**src/rtl/clock_rate_scheduler_if.sv**
```systemverilog
// Request/select bus between requesters, the divider feedback and the scheduler.
interface clock_rate_scheduler_if #(
  parameter int unsigned N = 4
);
  logic [2:0]   req;
  logic [N-1:0] req_x0;
  logic [N-1:0] req_x1;
  logic [N-1:0] req_x2;
  logic         div_clk_in;
  logic [N-1:0] x_out;
  logic [2:0]   grant;
  logic         settled;
  logic         timeout_flag;

  // Requesters and divider side
  modport master (
    output req, req_x0, req_x1, req_x2, div_clk_in,
    input  x_out, grant, settled, timeout_flag
  );

  // Scheduler side
  modport slave (
    input  req, req_x0, req_x1, req_x2, div_clk_in,
    output x_out, grant, settled, timeout_flag
  );
endinterface

```
**src/rtl/clock_rate_scheduler.sv**
```systemverilog
// Priority-arbitrated divider select that ramps x_out one step per divider edge,
// with a watchdog that forces a step when the divider stalls.
module clock_rate_scheduler #(
  parameter int unsigned N      = 4,
  parameter int unsigned IDLE_X = 0,
  parameter int unsigned TMO    = 255
) (
  input logic                  clk,
  input logic                  rst_n,
  clock_rate_scheduler_if.slave bus
);

  localparam int unsigned WD_W     = 8;
  localparam logic [N-1:0] IDLE_VAL = N'(IDLE_X);
  // Expiry fires on the TMO-th RAMP cycle without a step
  localparam logic [WD_W-1:0] WD_LIM = WD_W'(TMO - 1);

  typedef enum logic {
    IDLE = 1'b0,
    RAMP = 1'b1
  } state_t;

  state_t            state_q, state_d;
  logic [N-1:0]      x_q, x_d;
  logic [N-1:0]      target_c;
  logic [2:0]        grant_q, grant_d;
  logic              div_q;
  logic [WD_W-1:0]   wd_q, wd_d;
  logic              tmo_q, tmo_d;
  logic              edge_c;
  logic              expire_c;

  // Lowest-index active requester wins; no requester selects the idle value
  always_comb begin
    target_c = IDLE_VAL;
    grant_d  = 3'b000;
    if (bus.req[0]) begin
      target_c = bus.req_x0;
      grant_d  = 3'b001;
    end else if (bus.req[1]) begin
      target_c = bus.req_x1;
      grant_d  = 3'b010;
    end else if (bus.req[2]) begin
      target_c = bus.req_x2;
      grant_d  = 3'b100;
    end
  end

  assign edge_c   = bus.div_clk_in & ~div_q;
  assign expire_c = (wd_q == WD_LIM);

  // Next-state: single-step ramp toward the live target, watchdog-forced steps
  always_comb begin
    state_d = state_q;
    x_d     = x_q;
    wd_d    = wd_q;
    tmo_d   = tmo_q;
    case (state_q)
      IDLE: begin
        wd_d = '0;
        if (target_c != x_q) state_d = RAMP;
      end
      RAMP: begin
        if (target_c == x_q) begin
          state_d = IDLE;
          wd_d    = '0;
        end else if (edge_c || expire_c) begin
          x_d  = (target_c > x_q) ? x_q + N'(1) : x_q - N'(1);
          wd_d = '0;
          if (!edge_c) tmo_d = 1'b1;
          if (x_d == target_c) state_d = IDLE;
        end else begin
          wd_d = wd_q + WD_W'(1);
        end
      end
      default: begin
        state_d = IDLE;
        wd_d    = '0;
      end
    endcase
  end

  // State and output registers
  always_ff @(posedge clk or negedge rst_n) begin
    if (!rst_n) begin
      state_q <= IDLE;
      x_q     <= IDLE_VAL;
      grant_q <= 3'b000;
      div_q   <= 1'b0;
      wd_q    <= '0;
      tmo_q   <= 1'b0;
    end else begin
      state_q <= state_d;
      x_q     <= x_d;
      grant_q <= grant_d;
      div_q   <= bus.div_clk_in;
      wd_q    <= wd_d;
      tmo_q   <= tmo_d;
    end
  end

  assign bus.x_out        = x_q;
  assign bus.grant        = grant_q;
  assign bus.settled      = (state_q == IDLE);
  assign bus.timeout_flag = tmo_q;

endmodule

```
**src/flat_wrapper.sv**
```systemverilog
// flat-port wrapper written by rule: the top's interface ports become plain ports
module clock_rate_scheduler_flat 
#(
  parameter int unsigned N      = 4,
  parameter int unsigned IDLE_X = 0,
  parameter int unsigned TMO    = 255
)
  (clk, rst_n, bus_req, bus_req_x0, bus_req_x1, bus_req_x2, bus_div_clk_in, bus_x_out, bus_grant, bus_settled, bus_timeout_flag);
  clock_rate_scheduler_if #(.N(N)) bus_i ();
  input logic clk;
  input logic rst_n;
  input wire logic [$bits(bus_i.req)-1:0] bus_req;
  input wire logic [$bits(bus_i.req_x0)-1:0] bus_req_x0;
  input wire logic [$bits(bus_i.req_x1)-1:0] bus_req_x1;
  input wire logic [$bits(bus_i.req_x2)-1:0] bus_req_x2;
  input wire logic [$bits(bus_i.div_clk_in)-1:0] bus_div_clk_in;
  output wire logic [$bits(bus_i.x_out)-1:0] bus_x_out;
  output wire logic [$bits(bus_i.grant)-1:0] bus_grant;
  output wire logic [$bits(bus_i.settled)-1:0] bus_settled;
  output wire logic [$bits(bus_i.timeout_flag)-1:0] bus_timeout_flag;
  assign bus_i.req = bus_req;
  assign bus_i.req_x0 = bus_req_x0;
  assign bus_i.req_x1 = bus_req_x1;
  assign bus_i.req_x2 = bus_req_x2;
  assign bus_i.div_clk_in = bus_div_clk_in;
  assign bus_x_out = bus_i.x_out;
  assign bus_grant = bus_i.grant;
  assign bus_settled = bus_i.settled;
  assign bus_timeout_flag = bus_i.timeout_flag;
  clock_rate_scheduler #(.N(N), .IDLE_X(IDLE_X), .TMO(TMO)) u_core (.clk(clk), .rst_n(rst_n), .bus(bus_i));
endmodule
```
**config.mk**
```make
export PLATFORM = sky130hd
export DESIGN_NAME = clock_rate_scheduler_flat
export DESIGN_NICKNAME = d
export VERILOG_FILES = /design/src/rtl/clock_rate_scheduler_if.sv /design/src/rtl/clock_rate_scheduler.sv /design/src/flat_wrapper.sv
export SDC_FILE = /design/constraint.sdc
export NUM_CORES = 1
export LEC_CHECK = 0
export ABC_CLOCK_PERIOD_IN_PS = 3860
export CAP_MARGIN = 40
export CORE_MARGIN = 2
export CORE_UTILIZATION = 40
export CTS_CLUSTER_DIAMETER = 50
export CTS_CLUSTER_SIZE = 28
export DETAILED_ROUTE_END_ITERATION = 6
export PLACE_DENSITY_LB_ADDON = 0.08
export SKIP_LAST_GASP = 1
export SLEW_MARGIN = 20
export SYNTH_ARGS = -nofsm -noshare
export SYNTH_HDL_FRONTEND = slang
export SYNTH_SLANG_ARGS = --single-unit
```
**constraint.sdc**
```tcl
create_clock -name clk -period 3.86 [get_ports clk]
set_input_delay 0.772 -clock clk [delete_from_list [all_inputs] [get_ports clk]]
set_output_delay 0.772 -clock clk [all_outputs]
set_load 0.01 [all_outputs]
```
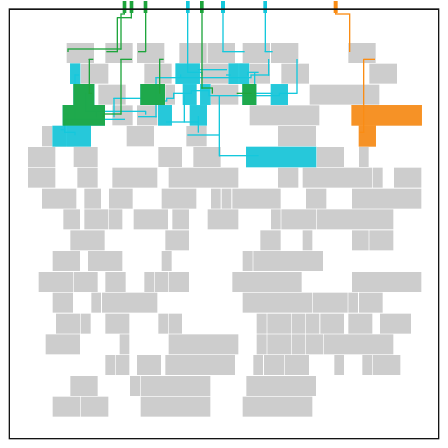
(run_1/io_fan.png)
[bus_req_x1] green | bits: 4 | direction: input | end cells: 4 | wire: 61.9 um
[bus_req] cyan | bits: 3 | direction: input | end cells: 16 | wire: 151 um
[bus_div_clk_in] orange | bits: 1 | direction: input | end cells: 2 | wire: 18.4 um
I/O pin total: 27
IO Port Bufs: 26

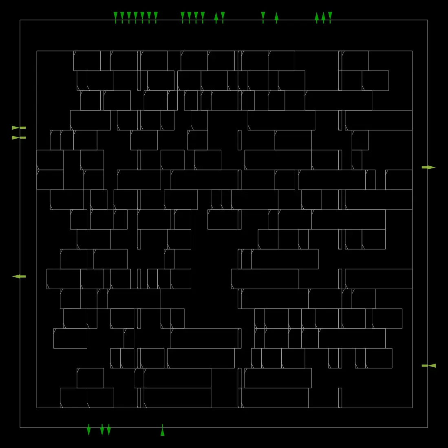
(run_1/placement.png)
number of core rows: 18
register fraction of the total cell area: 30.8%
flip-flops: 18
fin util: 58.0%

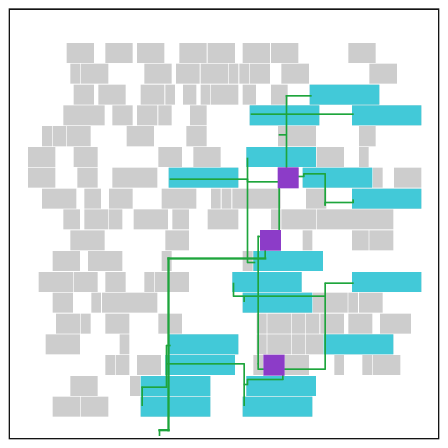
(run_1/clk_routes.png)
[flip-flops] cyan | count: 18
[clock drivers] purple | count: 3
[clock wires] green | length: 208 um
routed clock nets: 4
worst clock skew: 0.000964 ns
Latency at later pin: 0.28 ns
clock network power: 0.112 mW
part of the total power dissipated in the clock network: 11.2%

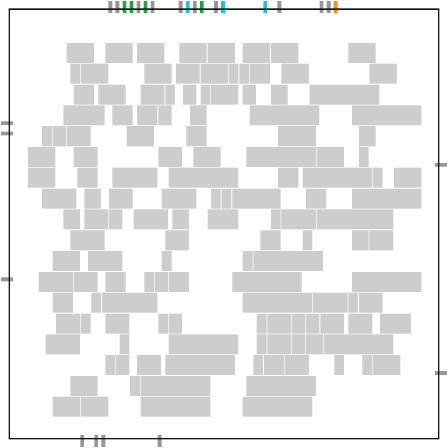
(run_1/io_placement.png)
Pins as bars across the die edge, other pins in gray.
[bus_req_x1] green | pins: 4 | direction: input | edge: top
[bus_div_clk_in] orange | pins: 1 | direction: input | edge: top
[bus_req] cyan | pins: 3 | direction: input | edge: top

==> flow_metrics.env, run 1 <==
# implementation run metrics
export IMPL_nFillCells=228
export IMPL_critical_path_slowest_cell="sky130_fd_sc_hd__clkdlybuf4s50_1"
export IMPL_count_of_instances_resized_after_the_clock_tree_is_built=0
export IMPL_synth_stat_cells=103
export IMPL_yosysUniqueCellTypes=31
export IMPL_layout_cells_most_common_list="26 x sky130_fd_sc_hd__clkdlybuf4s50_1, 18 x sky130_fd_sc_hd__dfrtp_1, 11 x sky130_fd_sc_hd__nor2_1"
export IMPL_syn_avg_cell_area_um2=10.5
export IMPL_timing_fmax_mhz=277
export IMPL_worstPathBufferInverterCount=2
export IMPL_power_ir_vdd_worst_v=0.000511
export IMPL_detailed_place_area_um2=1420
export IMPL_pre_cts_setup_slack_ns=-0.0818
export IMPL_drtIter0Drc=14
export IMPL_grt_setup_unrepaired="no"
export IMPL_htree_num_levels=1
export IMPL_use_met2_pct=24.1
export IMPL_totalNegativeSetupSlack_ns=0
export IMPL_setup_viol_count_final=0
export IMPL_vias=811
export IMPL_cts_hold_buffers_added=0
export IMPL_gp_congestion=0.721
export IMPL_via_count_of_the_first_global_routing_pass=828
export IMPL_instances_no_fill=169
export IMPL_enable_flop_cells=0
export IMPL_grt_start_max_net_pins=19
export IMPL_tightest_slew_ns=0.409
export IMPL_final_period_utilization_pct=93.6
export IMPL_layout_area_seq_um2=450
export IMPL_rr_endpoint="u_core.state_q"
export IMPL_warning_count=27
export IMPL_final_comb_area_um2=586
export IMPL_fp_utilization_pct=42.8
export IMPL_r2r_start="u_core.bus.x_out[1]"
export IMPL_warnings_synthesis=0
export IMPL_avg_vias_per_cell=4.80
export IMPL_drc=0
export IMPL_finalCriticalPeriod_ns=3.61
export IMPL_post_cts_setup_buffers=0
export IMPL_flop_cell="sky130_fd_sc_hd__dfrtp_1"
export IMPL_postSynthNetCount=130
export IMPL_hold_viol=0
export IMPL_yosysSeqAreaShare_pct=41.8
export IMPL_critical_path_max_stage_delay_ns=0.54
export IMPL_detail_route_wirelength_met1_um=921
export IMPL_setup_worst_path_end_class="flop"
export IMPL_finalMaxSlewViolations=0
export IMPL_finish_instance_area_um2=1460
export IMPL_outcome="complete, no violations"
export IMPL_ys_chip_area_um2=1080
export IMPL_async_reset_ff_share_pct=100
export IMPL_synthDominantCellAreaShare_pct=41.8
export IMPL_hold_path_startpoint="u_core.bus.timeout_flag"
export IMPL_worst_slack_ns=0.247
export IMPL_grt_use_total_pct=14.3
export IMPL_gr_total_overflow=0
export IMPL_initial_antenna_violation_count=0
export IMPL_tritoncts_num_buffers=3
export IMPL_cell_by_cell_trace_of_the_critical_path="clkdlybuf4s50_1, nor2b_2, a221oi_1, a21oi_1, ha_1, nor2b_1, o211ai_1, a21oi_2, inv_1, ha_1, a21o_1, a21oi_2, xnor2_1, xnor2_2, xnor2_1, a31oi_1"
export IMPL_grt_util_met3_pct=2.33
export IMPL_post_synth_instance_area_um2=1080
export IMPL_chipArea_um2=3130
export IMPL_synthDominantAreaCellType="sky130_fd_sc_hd__dfrtp_1"
export IMPL_worst_hold_path_type="flop to flop"
export IMPL_setup_reg_to_reg_worst_slack_ns=1.23
export IMPL_timing_max_slew_rel_slack_pct=72.7
export IMPL_clk_pin_slew_ns=0.10
export IMPL_wl_met2_um=1080
export IMPL_synthesis_instances=103
export IMPL_cts_tree="done"
export IMPL_synth_top_cell_by_count="sky130_fd_sc_hd__dfrtp_1"
export IMPL_clock_path_buffers=2
export IMPL_lkg_pwr_nw=0.669
export IMPL_detail_route_first_pass_iterations=4
export IMPL_area_growth_syn_to_layout_pct=35.7
export IMPL_global_route_wire_length_before_repair_um=3560
export IMPL_worstHoldEndpoint="u_core.bus.timeout_flag"
export IMPL_area_leaders="sky130_fd_sc_hd__dfrtp_1 42%, sky130_fd_sc_hd__ha_1 9.3%, sky130_fd_sc_hd__xor2_1 5.7%, sky130_fd_sc_hd__xnor2_1 4.1%, sky130_fd_sc_hd__nor2_1 3.8%"
export IMPL_path_delay_family="AND-OR/OR-AND gates"
export IMPL_grt_most_used_layer="met2"
export IMPL_cp_max_fo=4
export IMPL_die_w_um=55.9
export IMPL_final_layout_size_suffix_gt1_share_pct=15.8
export IMPL_floorplan_die_height_um=55.9
export IMPL_power_per_cell_area_nw_per_um2=685
export IMPL_cts_sinks=18
export IMPL_dr_wl_met3_um=27
export IMPL_hold_path_depth=2
export IMPL_post_dp_hpwl_um=1710
export IMPL_routed_top_layer="met4"
-- run 1: cell type report --
| cell class | instances | share of cell area (%) |
|---|---|---|
| Timing Repair Buffer | 33 | 21.6 |
| Inverter | 10 | 2.56 |
| Tap cell | 30 | 2.56 |
| Clock buffer | 4 | 2.48 |
| Multi-Input combinational cell | 74 | 40.0 |
| Sequential cell | 18 | 30.8 |
-- run 1: state kept, by name, indices dropped and copies added, names as in the netlist --
name and cells:
u_core.bus.timeout_flag 1, u_core.state_q 1, u_core.wd_q 8, u_core.bus.grant 3, u_core.div_q 1, u_core.bus.x_out 4
-- run 1: cells by family after synthesis --
logic type / count (synthesis) / share of synthesized area [%]
buffers and inverters: 11 / 3.94
flip-flops: 18 / 41.8
adder cells (fa/ha/maj): 9 / 11.1
AND-OR/OR-AND: 19 / 14.3
XOR/XNOR: 13 / 11.3
AND/OR/NAND/NOR: 33 / 17.6
-- run 1: how the worst max path moves through the flow --
stage | from | end | cells after the start
2_1_floorplan | bus_req[2] | u_core.state_q | 15
3_3_place_gp | bus_req[1] | u_core.state_q | 16
3_5_place_dp | bus_req[1] | u_core.state_q | 16
4_1_cts | bus_req[1] | u_core.state_q | 16
5_1_grt | bus_req[1] | u_core.state_q | 16
6_report | bus_req[1] | u_core.state_q | 16
-- run 1: power breakdown --
group	internal, mW	switching [mW]
sequential	0.234	0.0507
clock	0.0574	0.0548
combinational	0.303	0.303
total	0.594	0.409
-- run 1: through the flow --
step	hold slack (ns)	power, mW
5_1_grt	0.531	1.10
4_1_cts	0.479	1.02
3_3_place_gp	0.452	0.877
3_5_place_dp	0.455	0.901
2_1_floorplan	0.476	0.716
6_report	0.474	1.00
--- run 2 (diff from run 1) ---
- HOLD_SLACK_MARGIN: unset -> 0.08
- SKIP_CTS_REPAIR_TIMING: unset -> 1
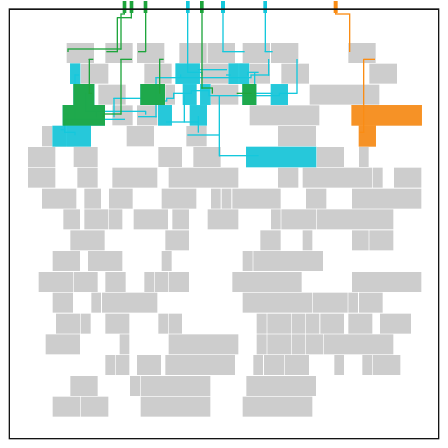
(run_2/io_fan.png)
[bus_div_clk_in] orange | bits: 1 | direction: input | end cells: 2 | wire: 18.4 um
[bus_req_x1] green | bits: 4 | direction: input | end cells: 4 | wire: 61.9 um
[bus_req] cyan | bits: 3 | direction: input | end cells: 16 | wire: 151 um

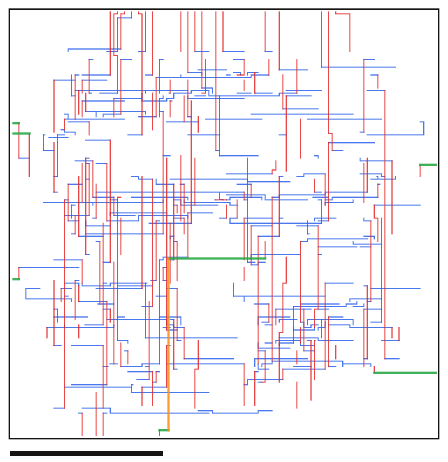
(run_2/wires.png)
Bar = 20 um.
[metal 1] blue | wire length: 922 um
[metal 3] green | wire length: 27.4 um
[metal 2] red | wire length: 1080 um
[metal 4] orange | wire length: 22.4 um

==> run 2 against run 1 <==
Sequential share of layout area unchanged. Design area unchanged. Fmax unchanged. Critical path depth unchanged. Clock skew unchanged. Largest power group unchanged. Sequential power about the same. Wire length unchanged. Area after synthesis unchanged. Combinational power about the same. Utilization unchanged. Global-route usage unchanged. Critical path type unchanged. Via count unchanged.
==> flow_metrics.env, run 2 <==
# implementation run metrics
export IMPL_power_frac_comb_pct=60.5
export IMPL_setup_reg_to_reg_worst_slack_ns=1.23
export IMPL_worstPathBufferInverterCount=2
export IMPL_clk_power_mw=0.112
export IMPL_grt_use_total_pct=14.3
export IMPL_layout_non_clock_inverters=10
export IMPL_clk_pin_slew_ns=0.10
export IMPL_worst_reg2reg_path_depth=13
export IMPL_postSynthRegisterBits=18
export IMPL_grt_start_max_net_pins=19
export IMPL_power_switching_share_pct=40.8
export IMPL_pin_count=27
export IMPL_worstPathArrival_ns=3.78
export IMPL_finish_instance_area_um2=1460
export IMPL_floorplan_die_height_um=55.9
export IMPL_startpoint_type="primary input"
export IMPL_numSequentialCells=18
export IMPL_drtIter0Drc=14
export IMPL_port_buffer_count=26
export IMPL_tightest_slew_ns=0.409
export IMPL_synthesis_instances=103
export IMPL_flop_cell="sky130_fd_sc_hd__dfrtp_1"
export IMPL_final_layout_size_suffix_gt1_share_pct=15.8
export IMPL_final_comb_area_um2=586
export IMPL_worst_hold_path_type="flop to flop"
export IMPL_timing_max_slew_rel_slack_pct=72.7
export IMPL_power_sequential_total_mw=0.284
export IMPL_max_cap_viol_count=0
export IMPL_seqAreaFraction_pct=30.8
export IMPL_cp_max_fo=4
export IMPL_avg_vias_per_cell=4.80
export IMPL_synthDominantAreaCellType="sky130_fd_sc_hd__dfrtp_1"
export IMPL_intPower_mw=0.594
export IMPL_drt_wirelength_per_cell_um=12.1
export IMPL_layout_cells_most_common_list="26 x sky130_fd_sc_hd__clkdlybuf4s50_1, 18 x sky130_fd_sc_hd__dfrtp_1, 11 x sky130_fd_sc_hd__nor2_1"
export IMPL_routed_wirelength_um=2050
export IMPL_fp_utilization_pct=42.8
export IMPL_gp_congestion=0.721
export IMPL_htree_num_levels=1
export IMPL_critical_path_slowest_cell="sky130_fd_sc_hd__clkdlybuf4s50_1"
export IMPL_post_synth_instance_area_um2=1080
export IMPL_setup_viol_count_final=0
export IMPL_warning_count=27
export IMPL_area_growth_syn_to_layout_pct=35.7
export IMPL_initial_antenna_violation_count=0
export IMPL_critical_path_required_ns=4.03
export IMPL_comb_cell_power_mw=0.607
export IMPL_finalCriticalPeriod_ns=3.61
export IMPL_synth_top_cell_by_count="sky130_fd_sc_hd__dfrtp_1"
export IMPL_vias=811
export IMPL_r2r_start="u_core.bus.x_out[1]"
export IMPL_layout_clock_cell_area_share_pct=2.48
export IMPL_cell_by_cell_trace_of_the_critical_path="clkdlybuf4s50_1, nor2b_2, a221oi_1, a21oi_1, ha_1, nor2b_1, o211ai_1, a21oi_2, inv_1, ha_1, a21o_1, a21oi_2, xnor2_1, xnor2_2, xnor2_1, a31oi_1"
export IMPL_postSynthNetCount=130
export IMPL_power_ir_vdd_worst_v=0.000511
export IMPL_lkg_pwr_nw=0.669
export IMPL_drc=0
export IMPL_core_um2=2520
export IMPL_tap_cell_count=30
export IMPL_cts_sinks=18
export IMPL_final_period_utilization_pct=93.6
export IMPL_logic_share_of_the_area_pct=40.0
export IMPL_via_count_of_the_first_global_routing_pass=828
export IMPL_buf_share_pct=21.6
export IMPL_enable_flop_cells=0
export IMPL_outcome="complete, no violations"
export IMPL_antenna_left=0
export IMPL_final_setup_skew_ns=0.000964
export IMPL_n_clock_buffer=4
export IMPL_power_sequential_fraction_pct=28.3
export IMPL_switchingPower_mw=0.409
export IMPL_finalMaxSlewViolations=0
export IMPL_final_common_cell="sky130_fd_sc_hd__clkdlybuf4s50_1"
export IMPL_ys_chip_area_um2=1080
export IMPL_yosysUniqueCellTypes=31
export IMPL_path_delay_family="AND-OR/OR-AND gates"
export IMPL_placementRows=18
export IMPL_warnings_synthesis=0
export IMPL_clock_path_buffers=2
export IMPL_syn_avg_cell_area_um2=10.5
export IMPL_clkPwrFrac_pct=11.2
export IMPL_detailed_place_area_um2=1420
export IMPL_yosysSeqAreaShare_pct=41.8
export IMPL_cts_tree="done"
export IMPL_antenna_diode_count=0
export IMPL_die_w_um=55.9
export IMPL_layout_area_seq_um2=450
export IMPL_gr_total_overflow=0
export IMPL_nFillCells=228
export IMPL_grt_setup_unrepaired="no"
export IMPL_synth_stat_cells=103
export IMPL_async_reset_ff_share_pct=100
export IMPL_worstSetupPathType="primary input to flop"
export IMPL_power_per_cell_area_nw_per_um2=685
export IMPL_common_cells="18 x sky130_fd_sc_hd__dfrtp_1, 11 x sky130_fd_sc_hd__nor2_1, 10 x sky130_fd_sc_hd__inv_1"
export IMPL_tritoncts_num_buffers=3
export IMPL_num_nonclk_buffers=33
export IMPL_worstHoldEndpoint="u_core.bus.timeout_flag"
export IMPL_final_nets=167
export IMPL_insertion_delay_ns=0.28
export IMPL_chipArea_um2=3130
export IMPL_global_route_wire_length_before_repair_um=3560
export IMPL_biggestCellCategory="combinational gates"
export IMPL_largest_register_ffs=8
export IMPL_detail_route_first_pass_iterations=4
export IMPL_hold_slack_ns=0.474
export IMPL_root_buffer="sky130_fd_sc_hd__clkbuf_4"
export IMPL_area_leaders="sky130_fd_sc_hd__dfrtp_1 42%, sky130_fd_sc_hd__ha_1 9.3%, sky130_fd_sc_hd__xor2_1 5.7%, sky130_fd_sc_hd__xnor2_1 4.1%, sky130_fd_sc_hd__nor2_1 3.8%"
export IMPL_hold_path_startpoint="u_core.bus.timeout_flag"
export IMPL_hold_viol=0
export IMPL_synthDominantCellAreaShare_pct=41.8
export IMPL_post_dp_hpwl_um=1710
export IMPL_rr_endpoint="u_core.state_q"
export IMPL_hold_path_depth=2
export IMPL_max_flop_register="u_core.wd_q"
export IMPL_dominant_power_group="combinational logic"
export IMPL_num_multi_input_gates=74
export IMPL_setup_worst_path_end_class="flop"
export IMPL_timing_fmax_mhz=277
export IMPL_critical_path_max_stage_delay_ns=0.54
[run 2: cell counts after synthesis]
No cell type changed its count.
[run 2: worst max-delay path by stage]
stage | slack, ns | cells past startpoint | to | start
floorplan | 0.52 | 15 | u_core.state_q | bus_req[2]
global placement | 0.02 | 16 | u_core.state_q | bus_req[1]
detailed placement | -0.08 | 16 | u_core.state_q | bus_req[1]
CTS | 0.23 | 16 | u_core.state_q | bus_req[1]
global route | 0.06 | 16 | u_core.state_q | bus_req[1]
finish | 0.25 | 16 | u_core.state_q | bus_req[1]
[run 2: tightest hold or removal path: cells and delay by family, from the launching register on]
family,cells,cell delay (ns)
AOI/OAI and AO/OA,1,0.05
buffers and inverters,1,0.04
DFF,1,0.35
[run 2: per-stage QoR]
stage / worst slack, ns / instances / utilization, % / setup TNS (ns) / total power [mW]
final: 0.247 / 169 / 58.0 / 0 / 1.00
after floorplan: 0.520 / 103 / - / 0 / 0.716
after global placement: 0.0208 / 164 / 56.2 / 0 / 0.877
after CTS: 0.227 / 168 / 57.6 / 0 / 1.02
after global routing: 0.0637 / 169 / 58.0 / 0 / 1.10
after detailed placement: -0.0818 / 164 / 56.2 / -0.0818 / 0.901
[run 2: layer usage]
layer  track usage (%)  vias up  routed length, um
li1                  -      422                  -
met1              18.1      380                921
met2              24.1        7               1080
met3              2.33        2                 27
met4              6.12        0                 22
met5                 0        -                  0
[run 2: logic make-up after synthesis]
kind of cell	after synthesis	share of synthesized area [%]
adders and majority gates	9	11.1
and+or+nand+nor	33	17.6
buffers and inverters	11	3.94
xor gates and xnor gates	13	11.3
AOI/OAI and AO/OA	19	14.3
DFF	18	41.8
--- run 3 (diff from run 2) ---
- PLACE_DENSITY: unset -> 0.74
- PLACE_DENSITY_LB_ADDON: 0.08 -> unset
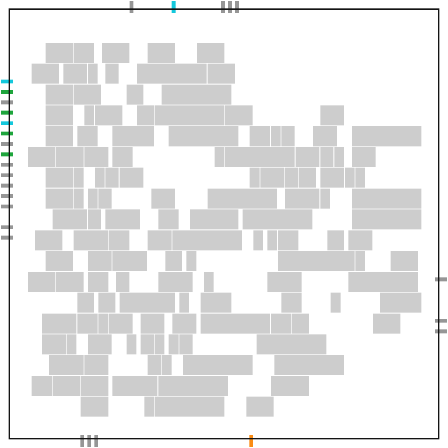
(run_3/io_placement.png)
Pins as bars across the die edge, other pins in gray.
Die Ht: 55.9 um
width of the chip: 55.9 um

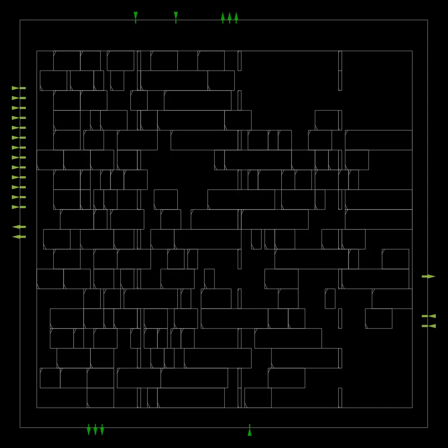
(run_3/placement.png)
number of tap cells added at floorplan: 30
Core ar.: 2520 um2

==> run 3 against run 2 <==
Area after synthesis unchanged. Design area is 0.26% lower. Global-route usage down 0.26 points. Critical endpoint unchanged. Largest cell class unchanged. Largest power group unchanged.
==> flow_metrics.env, run 3 <==
# implementation run metrics
export IMPL_worst_hold_path_type="flop to flop"
export IMPL_gr_total_overflow=0
export IMPL_worstPathBufferInverterCount=3
export IMPL_grt_most_used_layer="met2"
export IMPL_insertion_delay_ns=0.29
export IMPL_gp_congestion=0.801
export IMPL_global_route_usage_met1_pct=17.1
export IMPL_htree_num_levels=1
export IMPL_yosysUniqueCellTypes=31
export IMPL_setup_worst_path_end_class="flop"
export IMPL_synthDominantAreaCellType="sky130_fd_sc_hd__dfrtp_1"
export IMPL_pin_count=27
export IMPL_synthesis_instances=103
export IMPL_power_per_cell_area_nw_per_um2=689
export IMPL_fp_utilization_pct=42.8
export IMPL_largest_register_ffs=8
export IMPL_worst_setup_path_start="bus_req[1]"
export IMPL_power_sequential_total_mw=0.287
export IMPL_final_setup_skew_ns=0.00221
export IMPL_path_delay_family="AND-OR/OR-AND gates"
export IMPL_postSynthNetCount=130
export IMPL_tightest_slew_ns=0.322
export IMPL_avg_vias_per_cell=5.15
export IMPL_dominant_power_group="combinational logic"
export IMPL_timing_fmax_mhz=285
export IMPL_cts_sinks=18
export IMPL_finish_instance_area_um2=1460
export IMPL_final_common_cell="sky130_fd_sc_hd__clkdlybuf4s50_1"
export IMPL_placementRows=18
export IMPL_post_synth_instance_area_um2=1080
export IMPL_max_cap_viol_count=0
export IMPL_layout_cells_most_common_list="26 x sky130_fd_sc_hd__clkdlybuf4s50_1, 18 x sky130_fd_sc_hd__dfrtp_1, 11 x sky130_fd_sc_hd__nor2_1"
export IMPL_clock_path_buffers=2
export IMPL_antenna_left=0
export IMPL_critical_path_slowest_cell="sky130_fd_sc_hd__clkdlybuf4s50_1"
export IMPL_flop_cell="sky130_fd_sc_hd__dfrtp_1"
export IMPL_cts_tree="done"
export IMPL_comb_cell_power_mw=0.604
export IMPL_grt_use_total_pct=14.1
export IMPL_cp_max_fo=6
export IMPL_startpoint_type="primary input"
export IMPL_vias=865
export IMPL_port_buffer_count=26
export IMPL_hold_slack_ns=0.497
export IMPL_synth_stat_cells=103
export IMPL_grt_start_max_net_pins=19
export IMPL_power_switching_share_pct=40.9
export IMPL_area_leaders="sky130_fd_sc_hd__dfrtp_1 42%, sky130_fd_sc_hd__ha_1 9.3%, sky130_fd_sc_hd__xor2_1 5.7%, sky130_fd_sc_hd__xnor2_1 4.1%, sky130_fd_sc_hd__nor2_1 3.8%"
export IMPL_timing_max_slew_rel_slack_pct=78.4
export IMPL_r2r_start="u_core.bus.x_out[1]"
export IMPL_outcome="complete, no violations"
export IMPL_setup_viol_count_final=0
export IMPL_final_layout_size_suffix_gt1_share_pct=15.2
export IMPL_clk_power_mw=0.114
export IMPL_cell_by_cell_trace_of_the_critical_path="clkdlybuf4s50_1, buf_4, nor2_1, a21oi_1, o21ai_0, ha_1, and4_1, a21oi_2, inv_1, ha_1, a21o_1, a21oi_2, xnor2_1, xnor2_2, xnor2_1, a31oi_1"
export IMPL_chipArea_um2=3130
export IMPL_via_count_of_the_first_global_routing_pass=837
export IMPL_drt_wirelength_per_cell_um=12.2
export IMPL_routed_wirelength_um=2040
export IMPL_final_period_utilization_pct=90.8
export IMPL_detailed_place_area_um2=1410
export IMPL_post_dp_hpwl_um=1650
export IMPL_clkPwrFrac_pct=11.3
export IMPL_grt_setup_unrepaired="no"
export IMPL_enable_flop_cells=0
export IMPL_async_reset_ff_share_pct=100
export IMPL_ys_chip_area_um2=1080
export IMPL_global_route_wire_length_before_repair_um=3510
export IMPL_critical_path_max_stage_delay_ns=0.43
export IMPL_intPower_mw=0.595
export IMPL_drtIter0Drc=4
export IMPL_power_sequential_fraction_pct=28.6
export IMPL_critical_path_required_ns=4.03
export IMPL_tritoncts_num_buffers=3
export IMPL_grt_util_met3_pct=2.56
export IMPL_finalMaxSlewViolations=0
export IMPL_area_growth_syn_to_layout_pct=35.4
export IMPL_warning_count=27
export IMPL_hold_viol=0
export IMPL_totalNegativeSetupSlack_ns=0
export IMPL_power_ir_vdd_worst_v=0.000683
export IMPL_final_core_util_pct=57.9
export IMPL_yosysSeqAreaShare_pct=41.8
export IMPL_root_buffer="sky130_fd_sc_hd__clkbuf_4"
export IMPL_switchingPower_mw=0.411
export IMPL_drc=0
export IMPL_warnings_synthesis=0
export IMPL_clk_pin_slew_ns=0.10
export IMPL_worstPathArrival_ns=3.68
export IMPL_finalCriticalPeriod_ns=3.50
export IMPL_synth_top_cell_by_count="sky130_fd_sc_hd__dfrtp_1"
export IMPL_detail_route_first_pass_iterations=5
export IMPL_worstSetupPathType="primary input to flop"
export IMPL_postSynthRegisterBits=18
export IMPL_syn_avg_cell_area_um2=10.5
## run 3: cell counts after synthesis
No cell type changed its count.
## run 3: worst register-to-register path: cells and delay by family (launching register included)
kind                       cells  cell delay, ns
AOI/OAI and AO/OA              5            0.70
adders and majority gates      2            0.55
buffers and inverters          2            0.18
and+or+nand+nor                1            0.14
xor gates and xnor gates       3            0.49
DFF                            1            0.42
## run 3: worst paths after layout
path,endpoint,slack [ns],cells after the start
max,u_core.state_q,0.36,16
min,u_core.bus.timeout_flag,0.50,2
min reg2reg,u_core.bus.timeout_flag,0.50,2
min in group asynchronous,u_core.wd_q[6],0.69,1
max reg2reg,u_core.state_q,1.28,13
max in group asynchronous,u_core.bus.grant[0],2.82,2
## run 3: layer usage
| metal | vias to the layer above | wire length [um] |
|---|---|---|
| met5 | - | 0 |
| met1 | 416 | 881 |
| met3 | 2 | 113 |
| met4 | 0 | 6 |
| li1 | 423 | - |
| met2 | 24 | 1040 |
## run 3: area by class of cell
cell class              instances  area [um2]  share of cell area (%)
clock buffers                   4        36.3                    2.49
inverters                      10        37.5                    2.57
multi-input cells              74         586                    40.1
flip-flops and latches         18         450                    30.8
well taps                      30        37.5                    2.57
repair buffers                 32         313                    21.4
## run 3: per-stage QoR
stage                     std cells  worst slack, ns  total power [mW]
after detailed placement        163          0.00962             0.901
after global routing            168           0.0939              1.11
final                           168            0.356              1.01
after global placement          163           0.0982             0.871
after CTS                       167            0.342              1.02
after floorplan                 103            0.520             0.716
## run 3: logic make-up (layout without fill, tap and decap cells)
family | Yosys count | count (layout) | synth area share (%)
compound gates | 19 | 19 | 14.3
buf+inv | 11 | 46 | 3.94
xor+xnor | 13 | 13 | 11.3
fa+ha+maj | 9 | 9 | 11.1
simple gates | 33 | 33 | 17.6
flops | 18 | 18 | 41.8
No activity file was given, so power comes from the tool's default toggle rates.
